## src/rtl/data_bridge_1xn_pkg.sv

```systemverilog
// Shared types and helpers for the 1-to-N data-side bridge.
// Holds the FSM encoding and the slave-select width helper.
package bridge_pkg;

   typedef enum logic [1:0] {
      BR_IDLE = 2'd0,
      BR_REQ  = 2'd1,
      BR_WAIT = 2'd2,
      BR_RESP = 2'd3
   } state_e;

   localparam logic [1:0] S_IDLE = 2'd0;
   localparam logic [1:0] S_REQ  = 2'd1;
   localparam logic [1:0] S_WAIT = 2'd2;
   localparam logic [1:0] S_RESP = 2'd3;

   // Select index width; a single slave still needs one bit.
   function automatic int sel_w(input int n);
      return (n <= 1) ? 1 : $clog2(n);
   endfunction

   localparam int SEL_W_MAX = sel_w(8);

endpackage

```

## src/rtl/data_bridge_1xn_if.sv

```systemverilog
// Handshake bundle between CPU data port, bridge and slaves.
// master: bridge view (drives cpu_req_ready/cpu_rsp_*, slv_req_valid/slv_we/
// slv_addr/slv_wdata). slave: environment view (CPU requests, slave replies).
interface data_bridge_1xn_if
   import bridge_pkg::*;
#(
   parameter int NUM_SLV = 2,
   parameter int ADDR_W  = 64,
   parameter int DATA_W  = 64
);
   logic                      cpu_req_valid;
   logic                      cpu_req_ready;
   logic [DATA_W/8-1:0]       cpu_we;
   logic [ADDR_W-1:0]         cpu_addr;
   logic [DATA_W-1:0]         cpu_wdata;
   logic                      cpu_rsp_valid;
   logic                      cpu_rsp_err;
   logic [DATA_W-1:0]         cpu_rdata;
   logic [NUM_SLV-1:0]        slv_req_valid;
   logic [NUM_SLV-1:0]        slv_req_ready;
   logic [DATA_W/8-1:0]       slv_we;
   logic [ADDR_W-1:0]         slv_addr;
   logic [DATA_W-1:0]         slv_wdata;
   logic [NUM_SLV-1:0]        slv_rsp_valid;
   logic [NUM_SLV*DATA_W-1:0] slv_rdata;

   modport master (
      input  cpu_req_valid, cpu_we, cpu_addr, cpu_wdata,
      input  slv_req_ready, slv_rsp_valid, slv_rdata,
      output cpu_req_ready, cpu_rsp_valid, cpu_rsp_err, cpu_rdata,
      output slv_req_valid, slv_we, slv_addr, slv_wdata
   );

   modport slave (
      output cpu_req_valid, cpu_we, cpu_addr, cpu_wdata,
      output slv_req_ready, slv_rsp_valid, slv_rdata,
      input  cpu_req_ready, cpu_rsp_valid, cpu_rsp_err, cpu_rdata,
      input  slv_req_valid, slv_we, slv_addr, slv_wdata
   );

endinterface

```

## src/rtl/data_bridge_1xn_addr_dec.sv

```systemverilog
// Priority address decoder: lowest-index window with (addr & mask) == base wins.
// Ports: addr in; hit (any window matched) and sel (winning index) out.
module bridge_addr_dec
   import bridge_pkg::*;
#(
   parameter int NUM_SLV = 2,
   parameter int ADDR_W  = 64,
   parameter logic [NUM_SLV*ADDR_W-1:0] SLV_BASE = '0,
   parameter logic [NUM_SLV*ADDR_W-1:0] SLV_MASK = '0,
   localparam int SEL_W = sel_w(NUM_SLV)
) (
   input  logic [ADDR_W-1:0] addr,
   output logic              hit,
   output logic [SEL_W-1:0]  sel
);

   // Scan from the top so the lowest matching index is written last.
   always_comb begin
      hit = 1'b0;
      sel = '0;
      for (int i = NUM_SLV - 1; i >= 0; i--) begin
         if ((addr & SLV_MASK[i*ADDR_W +: ADDR_W]) ==
             SLV_BASE[i*ADDR_W +: ADDR_W]) begin
            hit = 1'b1;
            sel = SEL_W'(i);
         end
      end
   end

endmodule

```

## src/rtl/data_bridge_1xn.sv

```systemverilog
// 1-to-N data bridge: one CPU request at a time, routed to a decoded slave.
// Ports: clk, rst (sync, active-high), bus (master modport of the bridge if).
// Optional abort counter enabled by defining BRIDGE_TIMEOUT_EN.
module data_bridge_1xn
   import bridge_pkg::*;
#(
   parameter int NUM_SLV = 2,
   parameter int ADDR_W  = 64,
   parameter int DATA_W  = 64,
   parameter logic [NUM_SLV*ADDR_W-1:0] SLV_BASE = '0,
   parameter logic [NUM_SLV*ADDR_W-1:0] SLV_MASK = '0,
   parameter int TIMEOUT_CYC = 255
) (
   input  logic clk,
   input  logic rst,
   data_bridge_1xn_if.master bus
);

   localparam int SEL_W = sel_w(NUM_SLV);
   localparam int BE_W  = DATA_W / 8;

   logic [1:0]        state;
   logic [SEL_W-1:0]  sel_q;
   logic [BE_W-1:0]   we_q;
   logic [ADDR_W-1:0] addr_q;
   logic [DATA_W-1:0] wdata_q;
   logic [DATA_W-1:0] rdata_q;
   logic              err_q;

   logic              dec_hit;
   logic [SEL_W-1:0]  dec_sel;
   logic              to_hit;
   logic              busy;

   logic [DATA_W-1:0] rd_arr [NUM_SLV];

   for (genvar g = 0; g < NUM_SLV; g++) begin : g_rd
      assign rd_arr[g] = bus.slv_rdata[g*DATA_W +: DATA_W];
   end

   bridge_addr_dec #(
      .NUM_SLV  (NUM_SLV),
      .ADDR_W   (ADDR_W),
      .SLV_BASE (SLV_BASE),
      .SLV_MASK (SLV_MASK)
   ) u_dec (
      .addr (bus.cpu_addr),
      .hit  (dec_hit),
      .sel  (dec_sel)
   );

   assign busy = (state == S_REQ) || (state == S_WAIT);

`ifdef BRIDGE_TIMEOUT_EN
   logic [31:0] to_cnt;

   // Held at zero while idle, so every REQ entry starts from zero.
   always_ff @(posedge clk) begin
      if (rst) begin
         to_cnt <= '0;
      end else if (busy) begin
         to_cnt <= to_cnt + 32'd1;
      end else begin
         to_cnt <= '0;
      end
   end

   assign to_hit = busy && (to_cnt == 32'(TIMEOUT_CYC - 1));
`else
   assign to_hit = 1'b0;
`endif

   always_ff @(posedge clk) begin
      if (rst) begin
         state   <= S_IDLE;
         sel_q   <= '0;
         we_q    <= '0;
         addr_q  <= '0;
         wdata_q <= '0;
         rdata_q <= '0;
         err_q   <= 1'b0;
      end else begin
         unique case (state)
            S_IDLE: begin
               if (bus.cpu_req_valid) begin
                  we_q    <= bus.cpu_we;
                  addr_q  <= bus.cpu_addr;
                  wdata_q <= bus.cpu_wdata;
                  rdata_q <= '0;
                  sel_q   <= dec_sel;
                  err_q   <= !dec_hit;
                  state   <= dec_hit ? S_REQ : S_RESP;
               end
            end
            S_REQ: begin
               if (to_hit) begin
                  err_q <= 1'b1;
                  state <= S_RESP;
               end else if (bus.slv_req_ready[sel_q]) begin
                  state <= S_WAIT;
               end
            end
            S_WAIT: begin
               if (to_hit) begin
                  err_q <= 1'b1;
                  state <= S_RESP;
               end else if (bus.slv_rsp_valid[sel_q]) begin
                  // Writes return a zero ack word, not the slave bus.
                  rdata_q <= (we_q == '0) ? rd_arr[sel_q] : '0;
                  state   <= S_RESP;
               end
            end
            S_RESP: begin
               state <= S_IDLE;
            end
            default: begin
               state <= S_IDLE;
            end
         endcase
      end
   end

   // Ready is masked by rst so it reads 0 for the whole reset pulse.
   assign bus.cpu_req_ready = (state == S_IDLE) && !rst;
   assign bus.cpu_rsp_valid = (state == S_RESP);
   assign bus.cpu_rsp_err   = (state == S_RESP) && err_q;
   assign bus.cpu_rdata     = (state == S_RESP) ? rdata_q : '0;

   assign bus.slv_req_valid = (state == S_REQ) ?
                              (NUM_SLV'(1) << sel_q) : '0;
   assign bus.slv_we        = we_q;
   assign bus.slv_addr      = addr_q;
   assign bus.slv_wdata     = wdata_q;

endmodule

```

## src/flat_wrapper.sv

```systemverilog
// flat-port wrapper written by rule: the top's interface ports become plain ports
module data_bridge_1xn_flat import bridge_pkg::*;
#(
   parameter int NUM_SLV = 2,
   parameter int ADDR_W  = 64,
   parameter int DATA_W  = 64,
   parameter logic [NUM_SLV*ADDR_W-1:0] SLV_BASE = '0,
   parameter logic [NUM_SLV*ADDR_W-1:0] SLV_MASK = '0,
   parameter int TIMEOUT_CYC = 255
)
  (clk, rst, bus_cpu_req_valid, bus_cpu_we, bus_cpu_addr, bus_cpu_wdata, bus_slv_req_ready, bus_slv_rsp_valid, bus_slv_rdata, bus_cpu_req_ready, bus_cpu_rsp_valid, bus_cpu_rsp_err, bus_cpu_rdata, bus_slv_req_valid, bus_slv_we, bus_slv_addr, bus_slv_wdata);
  data_bridge_1xn_if #(.NUM_SLV(NUM_SLV), .ADDR_W(ADDR_W), .DATA_W(DATA_W)) bus_i ();
  input  logic clk;
  input  logic rst;
  input wire logic [$bits(bus_i.cpu_req_valid)-1:0] bus_cpu_req_valid;
  input wire logic [$bits(bus_i.cpu_we)-1:0] bus_cpu_we;
  input wire logic [$bits(bus_i.cpu_addr)-1:0] bus_cpu_addr;
  input wire logic [$bits(bus_i.cpu_wdata)-1:0] bus_cpu_wdata;
  input wire logic [$bits(bus_i.slv_req_ready)-1:0] bus_slv_req_ready;
  input wire logic [$bits(bus_i.slv_rsp_valid)-1:0] bus_slv_rsp_valid;
  input wire logic [$bits(bus_i.slv_rdata)-1:0] bus_slv_rdata;
  output wire logic [$bits(bus_i.cpu_req_ready)-1:0] bus_cpu_req_ready;
  output wire logic [$bits(bus_i.cpu_rsp_valid)-1:0] bus_cpu_rsp_valid;
  output wire logic [$bits(bus_i.cpu_rsp_err)-1:0] bus_cpu_rsp_err;
  output wire logic [$bits(bus_i.cpu_rdata)-1:0] bus_cpu_rdata;
  output wire logic [$bits(bus_i.slv_req_valid)-1:0] bus_slv_req_valid;
  output wire logic [$bits(bus_i.slv_we)-1:0] bus_slv_we;
  output wire logic [$bits(bus_i.slv_addr)-1:0] bus_slv_addr;
  output wire logic [$bits(bus_i.slv_wdata)-1:0] bus_slv_wdata;
  assign bus_i.cpu_req_valid = bus_cpu_req_valid;
  assign bus_i.cpu_we = bus_cpu_we;
  assign bus_i.cpu_addr = bus_cpu_addr;
  assign bus_i.cpu_wdata = bus_cpu_wdata;
  assign bus_i.slv_req_ready = bus_slv_req_ready;
  assign bus_i.slv_rsp_valid = bus_slv_rsp_valid;
  assign bus_i.slv_rdata = bus_slv_rdata;
  assign bus_cpu_req_ready = bus_i.cpu_req_ready;
  assign bus_cpu_rsp_valid = bus_i.cpu_rsp_valid;
  assign bus_cpu_rsp_err = bus_i.cpu_rsp_err;
  assign bus_cpu_rdata = bus_i.cpu_rdata;
  assign bus_slv_req_valid = bus_i.slv_req_valid;
  assign bus_slv_we = bus_i.slv_we;
  assign bus_slv_addr = bus_i.slv_addr;
  assign bus_slv_wdata = bus_i.slv_wdata;
  data_bridge_1xn #(.NUM_SLV(NUM_SLV), .ADDR_W(ADDR_W), .DATA_W(DATA_W), .SLV_BASE(SLV_BASE), .SLV_MASK(SLV_MASK), .TIMEOUT_CYC(TIMEOUT_CYC)) u_core (.clk(clk), .rst(rst), .bus(bus_i));
endmodule
```

## config.mk

```make
export PLATFORM = sky130hd
export DESIGN_NAME = data_bridge_1xn_flat
export DESIGN_NICKNAME = d
export VERILOG_FILES = /design/src/rtl/data_bridge_1xn_pkg.sv /design/src/rtl/data_bridge_1xn_if.sv /design/src/rtl/data_bridge_1xn_addr_dec.sv /design/src/rtl/data_bridge_1xn.sv /design/src/flat_wrapper.sv
export SDC_FILE = /design/constraint.sdc
export NUM_CORES = 1
export LEC_CHECK = 0
export ABC_AREA = 1
export CAP_MARGIN = 20
export CORE_AREA = 5 5 181 183
export CTS_CLUSTER_SIZE = 28
export DETAILED_ROUTE_END_ITERATION = 8
export DIE_AREA = 0 0 186 188
export PLACE_DENSITY = 0.59
export REMOVE_ABC_BUFFERS = 1
export SETUP_SLACK_MARGIN = 0.2
export SLEW_MARGIN = 30
export SYNTH_ARGS = -nofsm -noshare
export SYNTH_HDL_FRONTEND = slang
export SYNTH_SLANG_ARGS = --single-unit
```

## constraint.sdc

```tcl
create_clock -name clk -period 2.2 [get_ports clk]
set_clock_uncertainty 0.15 [all_clocks]
set_input_delay 0.44 -clock clk [delete_from_list [all_inputs] [get_ports clk]]
set_output_delay 0.44 -clock clk [all_outputs]
set_load 0.02 [all_outputs]
```

final_placement.png
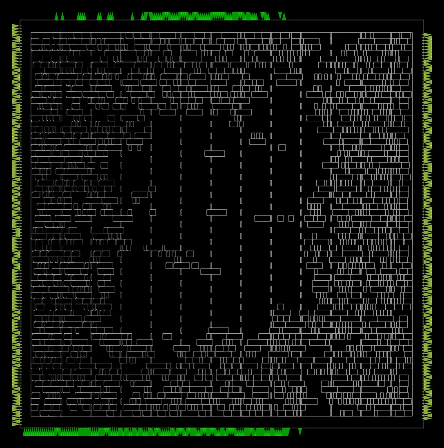
final standard cell count with taps included and fillers excluded: 1,983
fraction of standard cell area that is sequential: 29.3%
inserted tap cell count: 402
number of core rows: 65
fill cell total of the finished layout: 3,161

met3.png
Drawn at 1.5 px/um. Cells faint in the background.
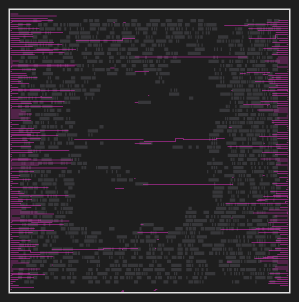
The layer holds 12% of the routed length. The wires run mostly horizontal. The longest straight run is 74.8 um. 282 nets have wire on it. The layer carries 3,660 um of wire.
Via Count: 8,345
final routed wirelength across all metal layers: 29.9 mm
met3 usage: 6.93%

cell_classes.png
Drawn at 2 px/um.
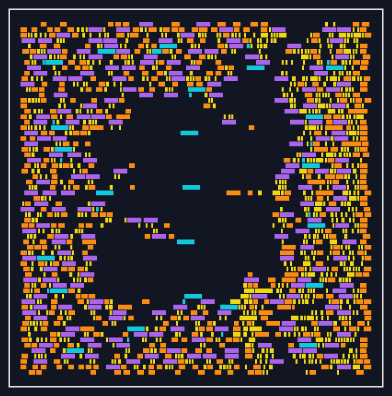
Key: all other logic = yellow [cells 895, share of their area 30%]; flip-flops = purple [cells 202, share of their area 30%]; other buffers and delay cells = orange [cells 446, share of their area 35%]; clock drivers and dummy loads = cyan [cells 38, share of their area 4.9%]

registers.png
Drawn at 2 px/um. Other sequential cells in the stronger gray, the rest of the logic in the fainter gray.
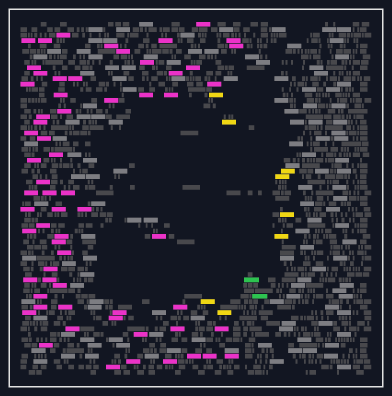
Key: `u_core.bus.slv_we` = yellow [sequential cells 8]; `u_core.state` = green [sequential cells 2]; `u_core.bus.slv_addr` = magenta [sequential cells 64]
Sequential cell area: 4050 um2
Finished Core Util: 44.4%
Seq power: 4.79 mW

drive_strength.png
Drawn at 2 px/um.
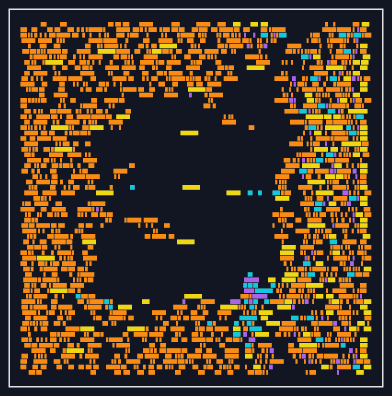
Key: drive 6 and up = yellow [cells 114, most used buf_6]; drive 3 to 4 = cyan [cells 54, most used nand2_4]; drive 2 = purple [cells 76, most used inv_2]; drive 1 or less = orange [cells 1,337, most used nor2_1]

==> summary.txt <==
Physical implementation status

After layout, the clock buffer instance count stands at 32. The run finished with clean final reports. Per the CTS log, the maximum H-tree level is 1.

The number of buffers inserted during clock tree synthesis stands at 23. The global routing usage on met1 stands at 17.9%. The routed length per placed instance stands at 15.1 um. The worst-case IR drop observed on VDD is 0.648 mV.

The final hold violation count stands at 0. At the floorplan stage, the core utilization is reported as 26.1%. The number of hold buffers added after CTS was 0. The type recorded for the worst min-delay path is in -> reg. The buffer share of cell area stands at 33.4%. Per the placement report, the placed cell count is 1,929. The timing report attributes the biggest portion of critical-path delay to buffers and inverters. The cell sitting at the root of the clock tree is a clkbuf_16. The number of synthesized flops with an enable pin stands at 0.

The delay of the slowest critical-path stage stands at 350 ps. The die outline width stands at 186 um. The setup slack of the critical path after layout stands at 6.67 ps. The share of synthesized registers carrying an async set or reset stands at 0%. STA classifies the critical path startpoint as a flip-flop. TritonCTS built the clock tree. The area growth from synthesis to layout is 70.0%.

According to the cell report, flip-flops and latches in the layout number 202. The internal portion of the total power is 8.96 mW. After detailed routing, the met3 layer carries 3.66 mm of wire.
Power and IR drop assume default switching activity.
